### Supply network, run 1

Scale bar: 50 um. Pins as bars on the die edge.
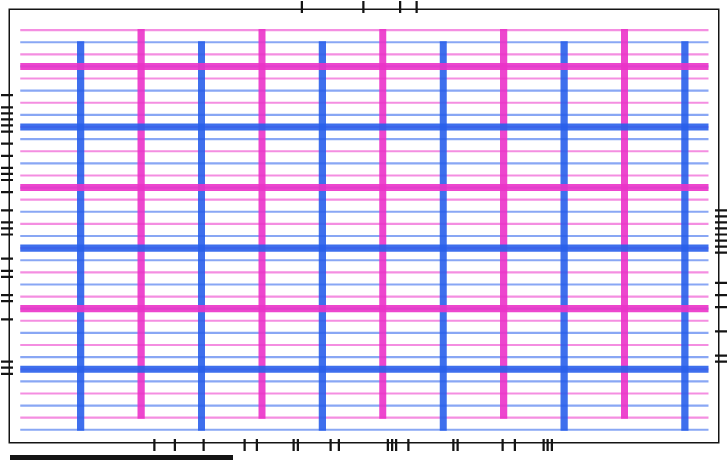
### Cells colored by class, run 1

Scale bar: 50 um.
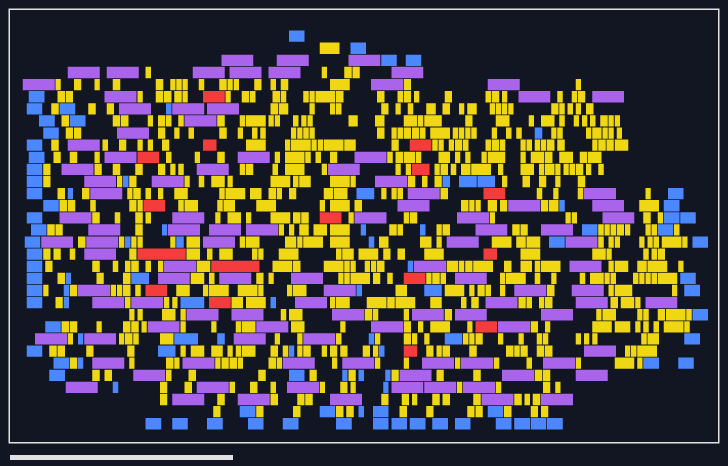
### Clock wires, drivers and flops, run 1

Scale bar: 50 um.
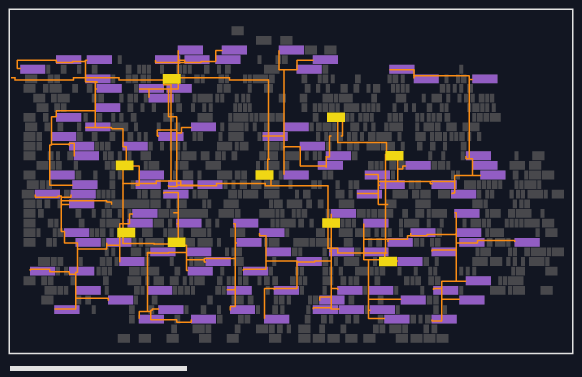
**src/rtl/pwm_pkg.sv**
```systemverilog
// Shared constants and helpers for the multi-channel PWM block.
// Mode/direction encodings and per-channel duty extraction.
package pwm_pkg;

  localparam logic MODE_EDGE   = 1'b0;
  localparam logic MODE_CENTER = 1'b1;

  localparam logic DIR_UP   = 1'b0;
  localparam logic DIR_DOWN = 1'b1;

  localparam int MAX_W  = 32;
  localparam int MAX_CH = 16;

  // Returns channel ch's w-bit field of a packed duty bus, zero-extended.
  function automatic logic [MAX_W-1:0] duty_slice(
    input logic [MAX_CH*MAX_W-1:0] bus,
    input int                      ch,
    input int                      w
  );
    logic [MAX_W-1:0] r;
    r = '0;
    for (int b = 0; b < MAX_W; b++)
      if (b < w) r[b] = bus[ch*w + b];
    return r;
  endfunction

endpackage

```
**src/rtl/pwm_multi_channel_prescaler.sv**
```systemverilog
// Clock prescaler: one tick every prescale+1 clocks while enabled.
// A prescale change takes effect at the next wrap.
module pwm_prescaler #(
  parameter int PRESCALE_W = 8
) (
  input  logic                  clk,
  input  logic                  rst,
  input  logic                  enable,
  input  logic [PRESCALE_W-1:0] prescale,
  output logic                  tick
);

  logic [PRESCALE_W-1:0] cnt;

  assign tick = enable && (cnt == prescale);

  // cnt >= prescale also recovers when prescale shrinks below cnt
  always_ff @(posedge clk) begin
    if (rst)
      cnt <= '0;
    else if (!enable || cnt >= prescale)
      cnt <= '0;
    else
      cnt <= cnt + 1'b1;
  end

endmodule

```
**src/rtl/pwm_multi_channel.sv**
```systemverilog
// Multi-channel PWM with shared counter, edge/center modes and
// double-buffered period/duty/mode applied at cycle boundaries.
module pwm_multi_channel
  import pwm_pkg::*;
#(
  parameter int WIDTH      = 8,
  parameter int NUM_CH     = 4,
  parameter int PRESCALE_W = 8
) (
  input  logic                    clk,
  input  logic                    rst,
  input  logic                    enable,
  input  logic                    load_req,
  input  logic [WIDTH-1:0]        period,
  input  logic [NUM_CH*WIDTH-1:0] duty,
  input  logic                    center_mode,
  input  logic [NUM_CH-1:0]       polarity,
  input  logic [PRESCALE_W-1:0]   prescale,
  output logic                    load_ack,
  output logic                    cycle_start,
  output logic [NUM_CH-1:0]       pwm_out
);

  logic                    tick;
  logic                    fresh;
  logic                    pending;
  logic                    dir;
  logic                    nxt_dir;
  logic                    boundary;
  logic [WIDTH-1:0]        cnt;
  logic [WIDTH-1:0]        nxt_cnt;
  logic [WIDTH-1:0]        period_stg;
  logic [WIDTH-1:0]        period_act;
  logic [NUM_CH*WIDTH-1:0] duty_stg;
  logic [NUM_CH*WIDTH-1:0] duty_act;
  logic                    mode_stg;
  logic                    mode_act;
  logic [NUM_CH-1:0]       raw;

  pwm_prescaler #(
    .PRESCALE_W(PRESCALE_W)
  ) u_presc (
    .clk      (clk),
    .rst      (rst),
    .enable   (enable),
    .prescale (prescale),
    .tick     (tick)
  );

  always_comb begin
    nxt_cnt = cnt + 1'b1;
    nxt_dir = dir;
    if (mode_act == MODE_EDGE) begin
      if (cnt >= period_act)
        nxt_cnt = '0;
    end else if (dir == DIR_UP) begin
      if (period_act == '0) begin
        nxt_cnt = '0;
      end else if (cnt >= period_act) begin
        nxt_cnt = cnt - 1'b1;
        nxt_dir = DIR_DOWN;
      end
    end else begin
      nxt_cnt = cnt - 1'b1;
    end
  end

  // First tick after enable rises is treated as a cycle start at cnt=0
  assign boundary = tick && (fresh || nxt_cnt == '0);

  always_ff @(posedge clk) begin
    if (rst) begin
      cnt         <= '0;
      dir         <= DIR_UP;
      fresh       <= 1'b1;
      pending     <= 1'b0;
      period_stg  <= '0;
      duty_stg    <= '0;
      mode_stg    <= MODE_EDGE;
      period_act  <= '0;
      duty_act    <= '0;
      mode_act    <= MODE_EDGE;
      load_ack    <= 1'b0;
      cycle_start <= 1'b0;
      pwm_out     <= '0;
    end else begin
      load_ack    <= 1'b0;
      cycle_start <= 1'b0;
      if (load_req) begin
        period_stg <= period;
        duty_stg   <= duty;
        mode_stg   <= center_mode;
      end
      if (!enable) begin
        cnt   <= '0;
        dir   <= DIR_UP;
        fresh <= 1'b1;
      end else if (boundary) begin
        cnt         <= '0;
        dir         <= DIR_UP;
        fresh       <= 1'b0;
        cycle_start <= 1'b1;
      end else if (tick) begin
        cnt <= nxt_cnt;
        dir <= nxt_dir;
      end
      if (pending && (boundary || !enable)) begin
        period_act <= period_stg;
        duty_act   <= duty_stg;
        mode_act   <= mode_stg;
        load_ack   <= 1'b1;
        pending    <= load_req;
      end else if (load_req) begin
        pending <= 1'b1;
      end
      pwm_out <= enable ? (raw ^ polarity) : polarity;
    end
  end

  for (genvar i = 0; i < NUM_CH; i++) begin : g_ch
    logic [MAX_W-1:0] d;
    assign d      = duty_slice((MAX_CH*MAX_W)'(duty_act), i, WIDTH);
    assign raw[i] = MAX_W'(cnt) < d;
  end

endmodule

```
**config.mk**
```make
export PLATFORM = sky130hd
export DESIGN_NAME = pwm_multi_channel
export DESIGN_NICKNAME = d
export VERILOG_FILES = /design/src/rtl/pwm_pkg.sv /design/src/rtl/pwm_multi_channel_prescaler.sv /design/src/rtl/pwm_multi_channel.sv
export SDC_FILE = /design/constraint.sdc
export NUM_CORES = 1
export LEC_CHECK = 0
export ABC_AREA = 1
export CORE_ASPECT_RATIO = 0.6
export CORE_MARGIN = 2
export CORE_UTILIZATION = 40
export CTS_BUF_LIST = sky130_fd_sc_hd__clkbuf_8
export CTS_CLUSTER_SIZE = 40
export DETAILED_ROUTE_END_ITERATION = 16
export GPL_TIMING_DRIVEN = 0
export PLACE_DENSITY = 0.64
export SYNTH_ARGS = -nofsm -noshare
export SYNTH_HDL_FRONTEND = slang
export SYNTH_HIERARCHICAL = 1
export SYNTH_SLANG_ARGS = --single-unit
```
**constraint.sdc**
```tcl
create_clock -name clk -period 8 [get_ports clk]
set_clock_uncertainty 0.15 [all_clocks]
set_input_delay 1.6 -clock clk [delete_from_list [all_inputs] [get_ports clk]]
set_output_delay 1.6 -clock clk [all_outputs]
set_load 0.01 [all_outputs]
```
==> run summary, run 1 <==
Gate power share: 17.0%
Reg2reg path depth: 19
Layout Cells excl Fill: 1061
Count of yosys warnings during synthesis: 6
Setup Viol. Count Final: 0
Overflow left after global routing: 0
WL met3: 752 um
Worst-case register-to-register setup slack: 4.71 ns
Slowest cell delay on critical path: 0.46 ns
Worst reg2reg path startpoint: cnt[3]
Pins Over Slew Limit: 0
Latest clock arrival within the worst-skew pair: 0.38 ns
Via count of the first global-routing pass: 4613
Syn Area/Cell: 7.29 um2
Wire length of the first global-routing pass: 22.1 mm
Hold Path End: duty_stg[10]
Maximum number of pins on one net before global-route repair: 19
Minimum setup slack after placement: 3.75 ns
CP max stage cell: clkdlybuf4s50_1
Cell with the most instances on the worst path: nor2_1
Flip-flop and latch count after synthesis: 107
Worst min path class: register to register
Crit-path max FO: 10
Metal-1 WL: 7.08 mm
Die x size: 159 um
Cells traversed along the worst timing path: clkdlybuf4s50_1 -> inv_1 -> ha_1 -> nand2_1 -> nor2_1 -> nand2_1 -> nor2_1 -> clkbuf_1 -> clkinv_1 -> a21oi_1 -> a21oi_1 -> nor2_1
Wire per inst: 12.2 um
Post-synthesis cell count from yosys: 791
Outcome: finished clean
Net switching fraction of the power: 27.5%
Relative slew slack: 53.6%
Count of vias placed by the detailed router: 4905
Total Power Consumption: 1.16 mW
Die Y-Extent: 97.0 um
Multi-input combinational area share: 42.7%
Data required, critical path: 8.16 ns
Dominant logic cell types in the final layout: inv_1, nand2_1, dfxtp_1, a21oi_1, nor2_1
Summed standard-cell area reported by yosys: 5770 um2
Multi-In Gates: 521
Buffers inserted by post-CTS timing repair: 0
Net switching component of the power: 0.318 mW
Routability cong.: 0.822
Fraction of layout instances using a drive strength above 1: 7.59%
Pre-Place Util: 41.6%
Ratio of total power to cell area: 169 nW/um2
Worst Setup EP: cnt[2]
Notes on 'Supply network' above:
[VSS] blue
[VDD] magenta
met4 straps: 11
met5 straps: 6
signal pins: 63
met1 rails: 34
core outline area: 13900 um2
Max rail drop VDD: 0.0000891 V

Notes on 'Cells colored by class' above:
[flops] purple | cells: 107
[clock drivers and dummy loads] red | cells: 16
[other buffers and delay cells] blue | cells: 101
[all other logic] yellow | cells: 645
number of placement rows: 33
flip-flop and latch share of the layout cell area: 31.2%
Layout Utilization: 49.5%
post-route cell area: 6860 um2

Notes on 'Clock wires, drivers and flops' above:
[flip-flops] purple | count: 107
[clock wires] orange | length: 1300 um
[cells driving clock nets] yellow | count: 9
routed clock nets: 10
flops lie: spread over the die

==> run 1: cells by family (layout without fill, tap and decap cells) <==
family	count (synthesis)	after routing	share of synthesized area [%]
AND-OR/OR-AND	184	184	18.3
XOR/XNOR	12	12	1.82
adder cells (fa/ha/maj)	47	47	10.2
buffers and inverters	163	241	12.0
flip-flops	107	107	37.2
AND/OR/NAND/NOR	278	278	20.6
==> run 1: synth_stat cells (4+ instances only) <==
library cell	count	share of area, %
nor2_2	4	0.43
o211ai_1	4	0.52
nor2_1	87	5.7
xor2_1	9	1.4
dfxtp_1	107	37
a21boi_0	4	0.52
nand2_1	110	7.2
a21oi_1	90	7.8
nand2_2	4	0.43
buf_2	4	0.35
a21oi_2	21	3.2
o21ai_0	50	4.3
o21bai_1	5	0.65
ha_1	47	10
clkbuf_1	23	1.5
nand3_1	61	5.3
buf_6	7	1.4
inv_2	4	0.26
inv_1	118	7.7
==> run 1: worst max-delay path: cells and delay by family <==
family / cells / cell delay [ns]
and+or+nand+nor: 5 / 0.60
buffers and inverters: 4 / 1.33
adders and majority gates: 1 / 0.29
AOI/OAI and AO/OA: 2 / 0.27
==> run 1: power groups by stage <==
stage               Clock, mW  Combinational [mW]  Sequential [mW]
floorplan                   0               0.130            0.586
global placement            0               0.196            0.588
detailed placement          0               0.198            0.589
CTS                     0.393               0.199            0.577
global route            0.410               0.227            0.580
finish                  0.383               0.197            0.576
==> run 1: registers in the layout, indices dropped and copies added, names as in the netlist <==
signal / flops
cycle_start: 1
cnt: 8
fresh: 1
mode_stg: 1
period_act: 8
dir: 1
u_presc/cnt: 8
pending: 1
period_stg: 8
duty_stg: 32
duty_act: 32
load_ack: 1
pwm_out: 4
mode_act: 1
==> run 1 -> run 2 <==
==> constraint.sdc (replaced) <==
create_clock -name clk -period 3.8 [get_ports clk]
set_clock_uncertainty 0.15 [all_clocks]
set_input_delay 0.76 -clock clk [delete_from_list [all_inputs] [get_ports clk]]
set_output_delay 0.76 -clock clk [all_outputs]
set_load 0.01 [all_outputs]
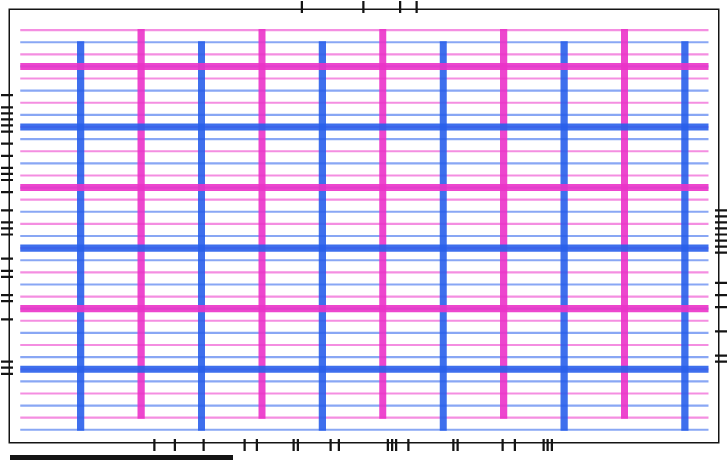
*Supply network, run 2*
Scale bar: 50 um. Pins as bars on the die edge.
[VDD] magenta
[VSS] blue
rows: 33
signal pins: 63
met1 rails: 34
met4 straps: 11

==> run 2 against run 1 <==
Against the previous run: via count unchanged; final area unchanged; combinational power increased by 110%; worst setup slack got worse by 3.6 ns; core utilization unchanged; largest power group unchanged; flip-flop count unchanged.
==> run summary, run 2 <==
Pre-Place Util: 41.6% (unchanged)
Metal-1 WL: 7.08 mm (unchanged)
Slowest cell delay on critical path: 0.70 ns (was 0.46 ns)
Number of top-level pins: 63 (unchanged)
Core outline area: 13900 um2 (unchanged)
Data required, critical path: 3.93 ns (was 8.16 ns)
Cells traversed along the worst timing path: ha_1 -> nand2_1 -> nor2_1 -> nor2_1 -> nand2_1 -> nand2_1 -> nand3_1 -> nand3b_1 -> nand3_1 -> nor2_1 -> nand2_1 -> nand2_1 -> nand2_2 -> nand2_2 -> buf_6 -> buf_6 -> nand3_1 -> nand2_1 -> nor2_1 (was clkdlybuf4s50_1 -> inv_1 -> ha_1 -> nand2_1 -> nor2_1 -> nand2_1 -> nor2_1 -> clkbuf_1 -> clkinv_1 -> a21oi_1 -> a21oi_1 -> nor2_1)
Count of yosys warnings during synthesis: 6 (unchanged)
Uppermost layer routed: met4 (unchanged)
Overflow left after global routing: 0 (unchanged)
Synthesized Nets: 895 (unchanged)
Final Hold Viols: 0 (unchanged)
Leakage power: 2.97 nW (unchanged)
Initial DRT Pass Iterations: 5 (unchanged)
Max-area cell share: 37.2% (unchanged)
Latest clock arrival within the worst-skew pair: 0.38 ns (about the same)
Post-Syn Instances: 791 (unchanged)
Total Power Consumption: 2.43 mW (was 1.16 mW)
Logic depth of the worst path, buffers included: 19 (was 12)
Sum of negative setup slack: 0 ns (unchanged)
Post-route cell area: 6860 um2 (unchanged)
Cell type with the largest total area after synthesis: dfxtp_1 (unchanged)
Pins Over Slew Limit: 0 (unchanged)
Dominant logic cell types in the final layout: inv_1, nand2_1, dfxtp_1, a21oi_1, nor2_1 (unchanged)
Most common reg cell: dfxtp_1 (unchanged)
Max H-tree Level: 3 (unchanged)
Setup Viol. Count Final: 0 (unchanged)
Worst reg2reg path startpoint: cnt[3] (unchanged)
Syn Area/Cell: 7.29 um2 (unchanged)
Synth-to-Final Area Change: 19.0% (unchanged)
Count of vias placed by the detailed router: 4905 (unchanged)
Worst Setup EP: duty_act[23] (was cnt[2])
Distinct cell type count after synthesis: 34 (unchanged)
Hold Path End: duty_stg[10] (unchanged)
Routability cong.: 0.822 (unchanged)
Buffer-and-inverter tally for the worst setup path: 2 (was 4)
Met2 layer usage reported by global route: 26.3% (unchanged)
Die x size: 159 um (unchanged)
Via count of the first global-routing pass: 4613 (unchanged)
Wire length of the first global-routing pass: 22.1 mm (unchanged)
Layout Utilization: 49.5% (unchanged)
Buffers inserted by post-CTS timing repair: 0 (unchanged)
Leading registers by flop count: duty_act x32, duty_stg x32 (unchanged)
Maximum buffer depth of the clock tree: 2 (unchanged)
Cell with the most instances on the worst path: nand2_1 (was nor2_1)
Sequential share of the synthesized area: 37.2% (unchanged)
Synth top cell by count: inv_1 (unchanged)
Number of remaining DRC errors: 0 (unchanged)
Post-synthesis cell count from yosys: 791 (unchanged)
Fraction of layout instances using a drive strength above 1: 7.59% (unchanged)
Reg2reg path depth: 19 (unchanged)
Summed standard-cell area reported by yosys: 5770 um2 (unchanged)
Ratio of total power to cell area: 355 nW/um2 (was 169 nW/um2)
Worst-case register-to-register setup slack: 0.51 ns (was 4.71 ns)
Crit-path leading delay family: simple AND/OR/NAND/NOR gates (was buffers and inverters)
CP max stage cell: dfxtp_1 (was clkdlybuf4s50_1)
WL met3: 752 um (unchanged)
Worst min path class: register to register (unchanged)
Flip-flop and latch count after synthesis: 107 (unchanged)
Root Buffer: clkbuf_8 (unchanged)
Die Y-Extent: 97.0 um (unchanged)
Number of placement rows: 33 (unchanged)
Wire per inst: 12.2 um (unchanged)
Crit-path max FO: 11 (was 10)
Outcome: finished clean (unchanged)
Number of nets still failing antenna checks after routing: 0 (unchanged)
Relative slew slack: 53.6% (unchanged)
Number of warnings in the stage logs: 27 (unchanged)
Maximum number of pins on one net before global-route repair: 19 (unchanged)
Max rail drop VDD: 0.000188 V (was 0.0000891 V)
Top cell types by occurrence after synthesis: inv_1, nand2_1, dfxtp_1, a21oi_1, nor2_1 (unchanged)
Top cells by area: dfxtp_1, ha_1, a21oi_1 (unchanged)
Post-CTS Hold Buffers: 0 (unchanged)
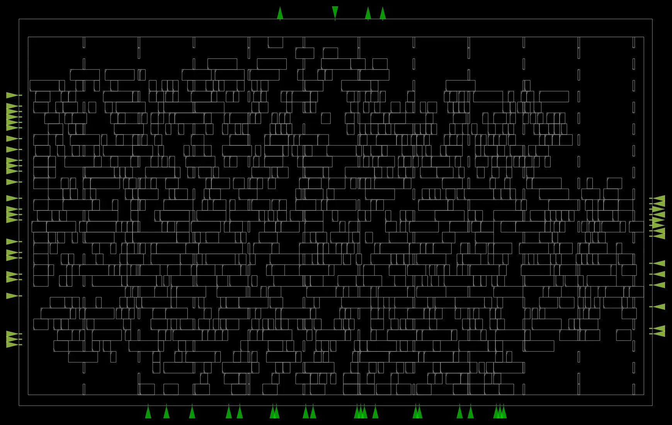
*Placement view, run 2*
Layout Cells excl Fill: 1061
Fillers: 1448
seq_cells: 107

[run 2: cell counts in the layout (fill, tap and decap cells not counted)]
No cell type changed its count.
[run 2: layout make-up]
class / count / area [um2] / area share, %
inverter: 124 / 465 / 6.78
multi-input combinational: 521 / 2930 / 42.7
buffer: 39 / 226 / 3.30
tap: 192 / 240 / 3.50
timing repair buffer: 62 / 621 / 9.04
clock buffer: 10 / 138 / 2.01
clock inverter: 6 / 97.6 / 1.42
sequential: 107 / 2140 / 31.2
[run 2: kinds of logic (layout without fill, tap and decap cells)]
group | count (synthesis) | after routing | share of synthesized area [%]
xor gates and xnor gates | 12 | 12 | 1.82
DFF | 107 | 107 | 37.2
adders and majority gates | 47 | 47 | 10.2
and+or+nand+nor | 278 | 278 | 20.6
AOI/OAI and AO/OA | 184 | 184 | 18.3
buffers and inverters | 163 | 241 | 12.0
[run 2: worst reg2reg max path, cell delays in order, from the launching register on]
cell      delay (ns)
dfxtp_1         0.70
ha_1            0.35
nand2_1         0.09
nor2_1          0.05
nor2_1          0.08
nand2_1         0.05
nand2_1         0.12
nand3_1         0.28
nand3b_1        0.23
nand3_1         0.12
nor2_1          0.12
nand2_1         0.05
nand2_1         0.06
nand2_2         0.08
nand2_2         0.09
buf_6           0.19
buf_6           0.16
nand3_1         0.07
nand2_1         0.10
nor2_1          0.04
[run 2: metrics by stage]
step,setup slack (ns),hold slack (ns),std cells
after floorplan,1.26,0.280,791
after global placement,0.414,0.295,1045
after detailed placement,0.387,0.301,1045
after CTS,0.501,0.316,1061
after global routing,0.143,0.329,1061
final,0.509,0.313,1061
[run 2: power breakdown]
part / internal, mW / switching, mW
Combinational: 0.183 / 0.232
Clock: 0.397 / 0.409
Sequential: 1.19 / 0.0283
Power and IR drop assume default switching activity.
